Run 1, wires at chosen ports, followed through buffers:
Scale bar: 50 microns.
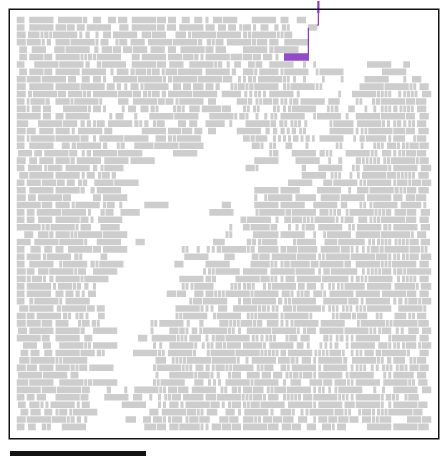
Run 1, met1 routing:
Scale bar: 50 microns. Supply wires on this layer in gray.
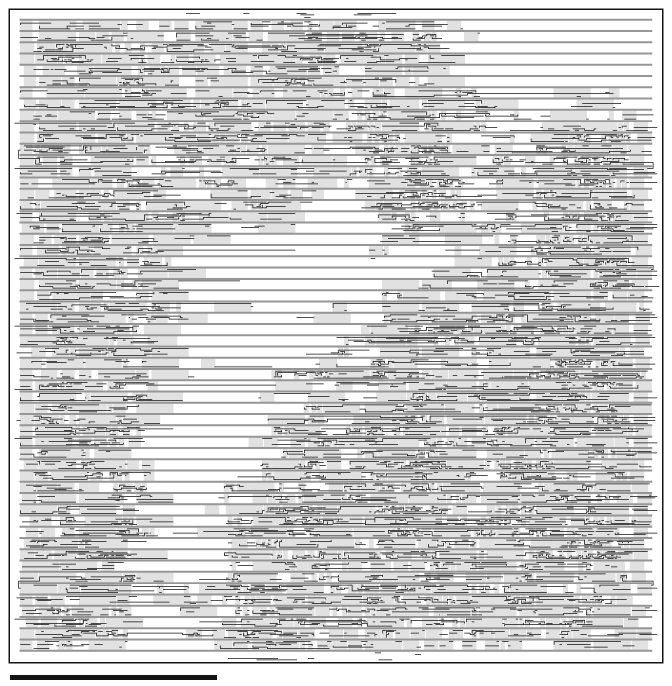
Run 1, sequential cells colored by netlist name:
Scale bar: 50 microns. Other sequential cells in the stronger gray, the rest of the logic in the fainter gray.
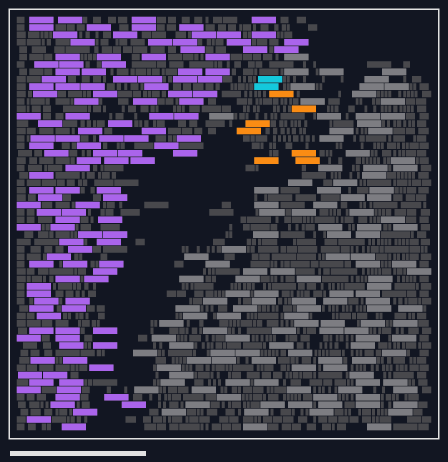
<file path="config.mk">
export PLATFORM = sky130hd
export DESIGN_NAME = aes_stream_loader
export DESIGN_NICKNAME = d
export VERILOG_FILES = /design/src/rtl/aes_loader_pkg.sv /design/src/rtl/aes_stream_loader.sv
export SDC_FILE = /design/constraint.sdc
export NUM_CORES = 1
export LEC_CHECK = 0
export ABC_AREA = 1
export CAP_MARGIN = 10
export CORE_MARGIN = 2
export CORE_UTILIZATION = 48
export CTS_CLUSTER_DIAMETER = 150
export DETAILED_ROUTE_END_ITERATION = 12
export PLACE_DENSITY = 0.85
export SETUP_SLACK_MARGIN = 0.02
export SLEW_MARGIN = 20
export SYNTH_ARGS = -nofsm -noshare
export SYNTH_HDL_FRONTEND = slang
export SYNTH_SLANG_ARGS = --single-unit
</file>
<file path="constraint.sdc">
create_clock -name clk -period 2.1 [get_ports clk]
set_clock_uncertainty 0.05 [all_clocks]
set_input_delay 0.315 -clock clk [delete_from_list [all_inputs] [get_ports clk]]
set_output_delay 0.315 -clock clk [all_outputs]
set_load 0.05 [all_outputs]
</file>
<file path="src/rtl/aes_loader_pkg.sv">
// Shared types and sizes for the AES stream loader: FSM states and word/block geometry.
package aes_loader_pkg;

  typedef enum logic [1:0] {FILL, LOAD, WAIT, DRAIN} loader_state_t;

  localparam int WORDS_PER_BLOCK = 4;
  localparam int WORD_W          = 32;
  localparam int BLK_W           = WORDS_PER_BLOCK * WORD_W;

endpackage

</file>
<file path="src/rtl/aes_stream_loader.sv">
// Packs four 32-bit words into a 128-bit block for an AES core, starts it with a one-cycle
// load, waits (bounded) for a fresh valid edge, then streams the result out as four words.
module aes_stream_loader
  import aes_loader_pkg::*;
#(
  parameter int MAX_WAIT = 64,
  parameter int CW       = $clog2(MAX_WAIT + 1)
) (
  input  logic                clk,
  input  logic                rst_n,
  input  logic [WORD_W-1:0]   in_data,
  input  logic                in_valid,
  output logic                in_ready,
  output logic [WORD_W-1:0]   out_data,
  output logic                out_valid,
  input  logic                out_ready,
  output logic [BLK_W-1:0]    aes_in,
  output logic                aes_load,
  input  logic [BLK_W-1:0]    aes_out,
  input  logic                aes_valid,
  output logic                busy,
  output logic                err
);

  loader_state_t     state_q, state_d;
  logic [1:0]        cnt_q, cnt_d;
  logic [CW-1:0]     wcnt_q, wcnt_d;
  logic [BLK_W-1:0]  blk_q, blk_d;
  logic [BLK_W-1:0]  res_q, res_d;
  logic              aes_valid_q;
  logic              err_q, err_d;
  logic              in_fire;
  logic              out_fire;
  logic              valid_rise;

  // Handshake outputs decode from registered state only.
  assign in_ready   = (state_q == FILL);
  assign out_valid  = (state_q == DRAIN);
  assign aes_load   = (state_q == LOAD);
  assign busy       = (state_q != FILL);
  assign err        = err_q;
  assign aes_in     = blk_q;

  assign in_fire    = in_valid && in_ready;
  assign out_fire   = out_valid && out_ready;
  // A valid level left over from an earlier block must not count as a new result.
  assign valid_rise = aes_valid && !aes_valid_q;

  always_comb begin
    out_data = res_q[BLK_W-1 -: WORD_W];
    case (cnt_q)
      2'd0:    out_data = res_q[BLK_W-1            -: WORD_W];
      2'd1:    out_data = res_q[BLK_W-1 -   WORD_W -: WORD_W];
      2'd2:    out_data = res_q[BLK_W-1 - 2*WORD_W -: WORD_W];
      default: out_data = res_q[BLK_W-1 - 3*WORD_W -: WORD_W];
    endcase
  end

  always_comb begin
    state_d = state_q;
    cnt_d   = cnt_q;
    wcnt_d  = wcnt_q;
    blk_d   = blk_q;
    res_d   = res_q;
    err_d   = 1'b0;
    case (state_q)
      FILL: begin
        if (in_fire) begin
          blk_d = {blk_q[BLK_W-WORD_W-1:0], in_data};
          if (cnt_q == 2'(WORDS_PER_BLOCK - 1)) begin
            cnt_d   = 2'd0;
            state_d = LOAD;
          end else begin
            cnt_d = cnt_q + 2'd1;
          end
        end
      end
      LOAD: begin
        wcnt_d  = '0;
        state_d = WAIT;
      end
      WAIT: begin
        if (valid_rise) begin
          res_d   = aes_out;
          state_d = DRAIN;
        end else if (wcnt_q + CW'(1) == CW'(MAX_WAIT)) begin
          // Core never answered: drop the block and go back to accepting input.
          wcnt_d  = '0;
          err_d   = 1'b1;
          state_d = FILL;
        end else begin
          wcnt_d = wcnt_q + CW'(1);
        end
      end
      DRAIN: begin
        if (out_fire) begin
          if (cnt_q == 2'(WORDS_PER_BLOCK - 1)) begin
            cnt_d   = 2'd0;
            state_d = FILL;
          end else begin
            cnt_d = cnt_q + 2'd1;
          end
        end
      end
      default: state_d = FILL;
    endcase
  end

  always_ff @(posedge clk or negedge rst_n) begin
    if (!rst_n) begin
      state_q     <= FILL;
      cnt_q       <= 2'd0;
      wcnt_q      <= '0;
      blk_q       <= '0;
      res_q       <= '0;
      aes_valid_q <= 1'b0;
      err_q       <= 1'b0;
    end else begin
      state_q     <= state_d;
      cnt_q       <= cnt_d;
      wcnt_q      <= wcnt_d;
      blk_q       <= blk_d;
      res_q       <= res_d;
      aes_valid_q <= aes_valid;
      err_q       <= err_d;
    end
  end

endmodule

</file>
==> results.cfg, run 1 <==
; generated from flow reports
[layout]
final_cells = 1871
nets = 1699
ff_count = 269
signal_buffers = 374
nFillCells = 1575
lay_top_cells = nand2_1, dfrtp_1, clkdlybuf4s50_1
seq_area_sq_um = 6730

[min_path]
hp-class = input pin to flop

[synth]
synth_top_area_share_pct = 59.6
ys_area_sq_um = 11300
syn_nets = 1359
yosys_warnings = 0
ys_top_cells_by_area = dfrtp_1, nand2_1, mux2_4
yosysUniqueCellTypes = 25

[routing]
wl_microns = 35000
wl_met1_microns = 13300

[final_timing]
hold_viol = 0
setup_viol = 32
fin_ws_ps = -257
worstMarginPinSlew_ps = 803
grt_setup_unrepaired = true
finalClockPeriodUsage_pct = 112

[critical_path]
r2r_cells = 10
r2r-end = state_q[1]
critPathLaunchType = flop

[die]
die_y_microns = 157

[grt]
grt.met2_usage_pct = 45.5
grt_pass1_vias = 9968

[clock_network]
clock-root-buffer = clkbuf_16
cts_tree = yes

[placed_design]
gp_congestion = 0.887

[run_status]
violations = negative setup slack
status = finished, violations left

[flow_run]
max_cap_violations = 0
warnings = 31
Notes on 'wires at chosen ports, followed through buffers' above:
- err: purple (direction output; edge north; end cells 1; buffers 1; wire 15.6 microns)
IO buf count: 329
Ports: 330

Notes on 'met1 routing' above:
- share of all routed wire: 38%
- longest straight run: 49.7 microns
- main direction: horizontal
- wire length on this layer: 13300 microns
- nets with wire on the layer: 1469

Notes on 'sequential cells colored by netlist name' above:
- aes_in: purple (flops 128)
- wcnt_q: orange (flops 7)
- state_q: cyan (flops 2)
- not colored: 132

==> run 1: what timing repair did <==
action / 4_1_cts / 5_1_grt
hold endpoints to repair: 67 / 0
cloned: 4 / 1
hold buffers: 1 / 0
setup endpoints to repair: 153 / 40
buffers inserted: 3 / 1
gates resized: 205 / 39
pin swaps: 4 / 3
==> run 1: state kept, by name, summed over array words and instances (netlist names) <==
signal,count
wcnt_q,7
cnt_q,2
aes_in,128
err,1
res_q,128
state_q,2
aes_valid_q,1
==> run 1: worst max-delay path, stage by stage (launching register included) <==
cell	delay, ps
dfrtp_2	450
inv_4	110
ha_4	220
buf_6	170
nand2_1	100
a31oi_4	230
buf_6	180
==> run 1: synthesized netlist by cell type, drive strengths merged <==
| library cell | n |
|---|---|
| nor2 | 76 |
| a31oi | 32 |
| mux2 | 64 |
| dfrtp | 269 |
| a21oi | 64 |
| clkinv | 1 |
| o21ai | 40 |
| buf | 46 |
| ha | 5 |
| inv | 52 |
| nand4 | 1 |
| o21bai | 1 |
| a22o | 1 |
| nand2 | 509 |
| o22ai | 4 |
| nand3 | 5 |
| clkbuf | 19 |
==> run 1: metrics by stage <==
stage / cell area (sq um) / util (%) / setup WS, ps / hold WS [ps] / setup TNS [ps]
3_5_place_dp: 15200 / 65.2 / 106 / 306 / 0
6_report: 16600 / 71.2 / -257 / 207 / -6890
3_3_place_gp: 15200 / 65.2 / 167 / 311 / 0
4_1_cts: 16400 / 70.3 / -236 / 191 / -5970
2_1_floorplan: 11500 / - / 41.8 / -30.6 / 0
5_1_grt: 16600 / 71.2 / -310 / 211 / -8760
==> run 1: logic make-up after synthesis <==
kind of cell / synth area share, %
adders and majority gates: 0.554
buffers and inverters: 5.55
DFF: 59.6
muxes: 7.71
and+or+nand+nor: 19.8
AOI/OAI and AO/OA: 6.75
==> inputs of run 2 (changes only) <==
--- a/config.mk
+++ b/config.mk
@@ -13,7 +13,6 @@
 export DETAILED_ROUTE_END_ITERATION = 12
 export PLACE_DENSITY = 0.85
 export SETUP_SLACK_MARGIN = 0.02
-export SLEW_MARGIN = 20
 export SYNTH_ARGS = -nofsm -noshare
 export SYNTH_HDL_FRONTEND = slang
 export SYNTH_SLANG_ARGS = --single-unit
==> run 2 against run 1 <==
The run still ends with negative setup slack left. Sequential share of layout area did not move. Wire length unchanged. Non-clock buffer count did not move. Clock-buffer cell count stayed put. Largest cell class unchanged. Highest routed layer unchanged.
==> results.cfg, run 2 <==
; generated from flow reports
[critical_path]
cp_cell_sequence = inv_4 -> ha_4 -> buf_6 -> nand2_1 -> a31oi_4 -> buf_6
cp_data_arrival_time_ps = 1990
rrSetupSlack_ps = 330
path_delay_family = buffers and inverters
crit_slowest_cell = dfrtp_2
critPathLaunchType = flop
slowest_delay_ps = 450
path_buffers = 3
cp_max_fo = 7
crit_top_cell = buf_6
r2r_cells = 10
r2r-end = state_q[1]

[synth]
yosysMostFrequentCell = nand2_1
synth.cells.most_frequent = nand2_1, dfrtp_1, nor2_1, a21oi_1, inv_1
top_logic_kind = simple AND/OR/NAND/NOR gates
async_reset_ff_share_pct = 100
aoi_share_pct = 6.75
mux_area_share_pct = 7.71
edf_count = 0
ys_top_cells_by_area = dfrtp_1, nand2_1, mux2_4
synthCells = 1189
ys_sh_adder_pct = 0.554
yosysUniqueCellTypes = 25
ys_cells = 1189
ys_area_sq_um = 11300
ys.flop_type = dfrtp_1
simple_gate_share_pct = 19.8
ys_sh_xor_pct = 0
syn_nets = 1359
yosys_warnings = 0
syn-cell-area_sq_um = 11300
synth_top_area_share_pct = 59.6

[layout]
final_cells = 1871
nets = 1699
lay_top_cells = nand2_1, dfrtp_1, clkdlybuf4s50_1
areaGrowthSynthToFinish_pct = 46.6
fin_area_sq_um = 16600
seq_area_sq_um = 6730
nFillCells = 1575

[routing]
dr_wl_met3_microns = 3570
highest_layer = met5
wl_microns = 35000
antenna_left = 0
drtPass1Iterations = 5
wl_met1_microns = 13300

[final_timing]
worstMarginPinSlew_ps = 803
whs_ps = 207
finalClockPeriodUsage_pct = 112
fin_ws_ps = -257
relSlewSlack_pct = 46.5
fin_crit_ps = 2360
hold_viol = 0
grt_setup_unrepaired = true
tns_ps = -6890
setup_viol = 32

[clock_network]
clock-root-buffer = clkbuf_16
numCtsBuffers = 29
cts_tree = yes
cts_buffer_depth = 3

[run_status]
status = finished, violations left
violations = negative setup slack

[flow_run]
max_cap_violations = 0
warnings = 31

[grt]
grt_pass1_vias = 9968
overflow = 0

[placed_design]
gp_congestion = 0.887
pre_cts_slack_ps = 106
dpl.hpwl_microns = 22400
port-buffer-count = 329
post_dp_cell_area_sq_um = 15200

[min_path]
holdCritStartpoint = aes_valid
hp-class = input pin to flop

[die]
die_y_microns = 157
coreArea_sq_um = 23300
ios = 330
run 2: how the worst max path moves through the flow:
| stage | depth (start not counted) | from | end | slack, ps |
|---|---|---|---|---|
| 2_1_floorplan | 6 | cnt_q[0] | out_data[10] | 40 |
| 3_3_place_gp | 8 | aes_valid | res_q[29] | 170 |
| 3_5_place_dp | 7 | aes_valid | res_q[104] | 110 |
| 4_1_cts | 6 | cnt_q[0] | out_data[3] | -240 |
| 5_1_grt | 6 | cnt_q[0] | out_data[7] | -310 |
| 6_report | 6 | cnt_q[0] | out_data[14] | -260 |
run 2: per-layer routing:
layer | vias to the layer above | track usage, %
li1 | 4436 | -
met1 | 4718 | 34.1
met2 | 531 | 45.5
met3 | 109 | 8.89
met4 | 2 | 12.5
met5 | - | 0
run 2: logic make-up after synthesis:
logic type               after synthesis
AND/OR/NAND/NOR                      591
adder cells (fa/ha/maj)                5
AND-OR/OR-AND                        142
buffers and inverters                118
flip-flops                           269
multiplexers                          64
run 2: area by class of cell:
| cell class | count | share of cell area, % |
|---|---|---|
| Sequential cell | 269 | 40.7 |
| Multi-Input combinational cell | 802 | 26.7 |
| Timing Repair Buffer | 374 | 23.4 |
| Clock buffer | 41 | 4.96 |
| Tap cell | 319 | 2.41 |
| Inverter | 53 | 1.32 |
| Clock inverter | 10 | 0.506 |
| Antenna cell | 3 | 0.0453 |
run 2: what timing repair did:
item                                    CTS  global route
setup buffers                             3             1
cloned                                    4             1
pin swaps                                 4             3
endpoints found under the setup margin  153            40
hold endpoints to repair                 67             0
hold buffers                              1             0
resized                                 205            39
Run 2, track usage over the die:
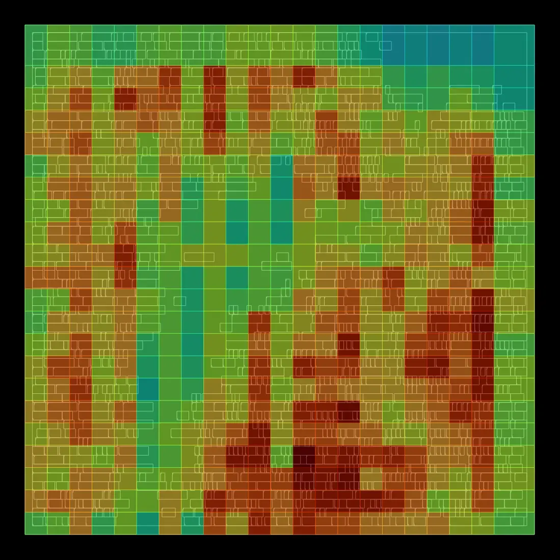
routing usage on met3: 8.89%
gr usage total: 27.9%
grt met1 use: 34.1%
fin util: 71.2%

Run 2, met1 routing:
Scale bar: 50 microns. Supply wires on this layer in gray.
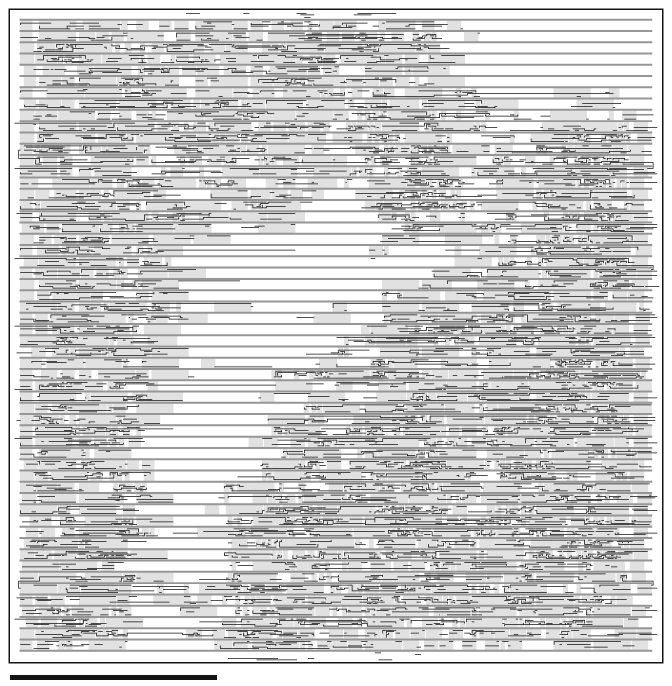
- longest straight run: 49.7 microns
- share of all routed wire: 38%
- main direction: horizontal

==> inputs of run 3 (changes only) <==
--- a/config.mk
+++ b/config.mk
@@ -13,6 +13,7 @@
 export DETAILED_ROUTE_END_ITERATION = 12
 export PLACE_DENSITY = 0.85
 export SETUP_SLACK_MARGIN = 0.02
+export SKIP_LAST_GASP = 1
 export SYNTH_ARGS = -nofsm -noshare
 export SYNTH_HDL_FRONTEND = slang
 export SYNTH_SLANG_ARGS = --single-unit
==> run 3 against run 2 <==
The flow still finishes with violations (negative setup slack). First-iteration DRC count grew 1.9%. Via count grew 2.5%. Core utilization increased by 1.1 points. Worst setup slack got worse by 210 ps. Critical path depth unchanged. Sequential share of layout area down 0.62 points.
==> results.cfg, run 3 <==
; generated from flow reports
[routing]
wl_met2_microns = 17500
drtPass1Iterations = 6
dr_wl_met3_microns = 3780
wl_met1_microns = 13700
highest_layer = met5
antenna_left = 0
drt-initial-drc-count = 810

[die]
coreArea_sq_um = 23300
die_x_microns = 157
ios = 330
die_y_microns = 157

[final_timing]
hold_viol = 0
setup_viol = 32
relSlewSlack_pct = 46.6
finalClockPeriodUsage_pct = 122
tns_ps = -9070
grt_setup_unrepaired = true
worstMarginPinSlew_ps = 802
fin_ws_ps = -465
fmax_ghz = 0.390
fin_crit_ps = 2560

[synth]
syn-cell-area_sq_um = 11300
synth_top_area_share_pct = 59.6
ys.flop_type = dfrtp_1
synth.cells.most_frequent = nand2_1, dfrtp_1, nor2_1, a21oi_1, inv_1
ys_area_sq_um = 11300
yosys_warnings = 0
synthCells = 1189
avgSynthCellArea_sq_um = 9.50
edf_count = 0
yosysUniqueCellTypes = 25
yosysMostFrequentCell = nand2_1
syn_nets = 1359
ys_top_cells_by_area = dfrtp_1, nand2_1, mux2_4
ys_cells = 1189
async_reset_ff_share_pct = 100

[critical_path]
critPathLaunchType = flop
r2r-end = res_q[85]
timing.critical_path.from = cnt_q[1]
cp-endpoint = out_data[30]
r2r_cells = 6
cp_data_arrival_time_ps = 2200
rrSetupSlack_ps = 300
rr_startpoint = state_q[1]
cp_max_fo = 8

[run_status]
status = finished, violations left
violations = negative setup slack

[clock_network]
ctsHoldBuffers = 1
cts_buffer_depth = 3
post_cts_resized = 195
numCtsBuffers = 29
cts_max_level = 1
clock-root-buffer = clkbuf_16
post_cts_buffers = 3
cts_tree = yes

[layout]
nets = 1700
lay_top_cells = nand2_1, dfrtp_1, clkdlybuf4s50_1
layout-drive-gt1-share_pct = 17.7
final_util_pct = 72.3
areaGrowthSynthToFinish_pct = 48.9
nFillCells = 1509
lay_top_count = nand2_1

[grt]
overflow = 0
antenna_found_initial = 3
grt_pass1_vias = 9941
grt_max_degree = 79

[placed_design]
gp_congestion = 0.887
port-buffer-count = 329
dpl.hpwl_microns = 22400

[flow_run]
warnings = 31
max_cap_violations = 0

[min_path]
min_to = aes_valid_q
hp-class = input pin to flop
holdCritStartpoint = aes_valid
whs_path_depth = 1
-- run 3: cell count changes in the layout (fill, tap and decap cells not counted), sizes merged --
cell and delta:
clkbuf +1
-- run 3: routing by layer --
| layer | GRT usage (%) | up-vias |
|---|---|---|
| li1 | - | 4448 |
| met1 | 34.2 | 4878 |
| met2 | 45.2 | 577 |
| met3 | 8.87 | 136 |
| met4 | 12.3 | 2 |
| met5 | 0 | - |
-- run 3: through the flow --
stage | instance area, sq um | hold WS [ps] | cells | worst slack [ps]
2_1_floorplan | 11500 | -30.6 | 1189 | 41.8
3_3_place_gp | 15200 | 311 | 1807 | 167
3_5_place_dp | 15200 | 306 | 1807 | 106
4_1_cts | 16300 | 191 | 1866 | -236
5_1_grt | 16800 | 211 | 1870 | -682
6_report | 16800 | 209 | 1872 | -465
-- run 3: cell families (layout without fill, tap and decap cells) --
family / count (synthesis) / in the layout / synth area share, %
and+or+nand+nor: 591 / 591 / 19.8
buffers and inverters: 118 / 479 / 5.55
other: 0 / 3 / 0
AOI/OAI and AO/OA: 142 / 142 / 6.75
DFF: 269 / 269 / 59.6
muxes: 64 / 64 / 7.71
adders and majority gates: 5 / 5 / 0.554
-- run 3: cell type report --
class | instances | area (sq um) | share of cell area, %
multi-input cells | 802 | 4630 | 27.5
well taps | 319 | 399 | 2.37
clock buffers | 41 | 821 | 4.88
inverters | 53 | 219 | 1.30
flip-flops and latches | 269 | 6730 | 40.0
clock inverters | 10 | 83.8 | 0.499
diodes | 3 | 7.51 | 0.0446
repair buffers | 375 | 3920 | 23.3
-- run 3: worst max-delay path, cell delays in order (launching register included) --
cell      delay [ps]
dfrtp_2          440
ha_4             230
clkinv_8         100
buf_16           160
nor2_1           440
a31oi_4           80
buf_6            190
Run 3, routed metal, one color a layer:
Two of the layers only.
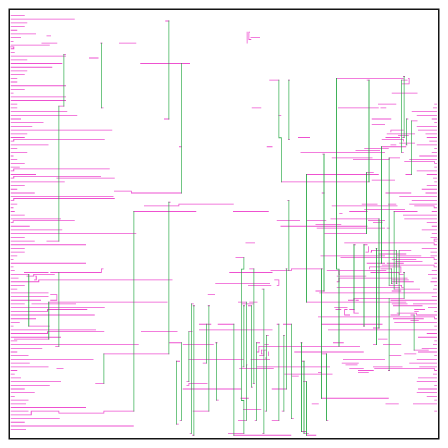
- metal 3: magenta (wire length 3780 microns)
- metal 4: green (wire length 2020 microns)
DR WL/cell: 19.8 microns
gr usage total: 27.8%
Final Routed Wirelength: 37000 microns
vias: 10000

Run 3, met1 routing:
Scale bar: 50 microns. Supply wires on this layer in gray.
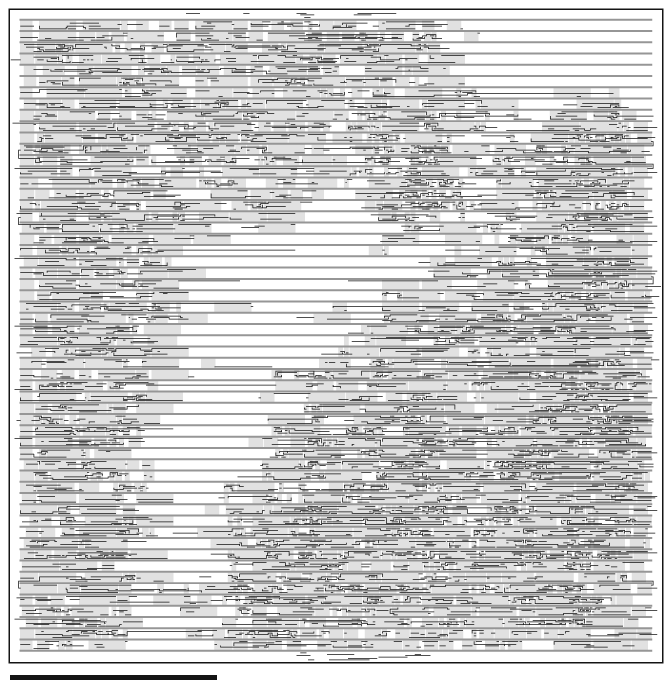
- wire length on this layer: 13700 microns
- share of all routed wire: 37%
- longest straight run: 53.8 microns
- nets with wire on the layer: 1485
- main direction: horizontal

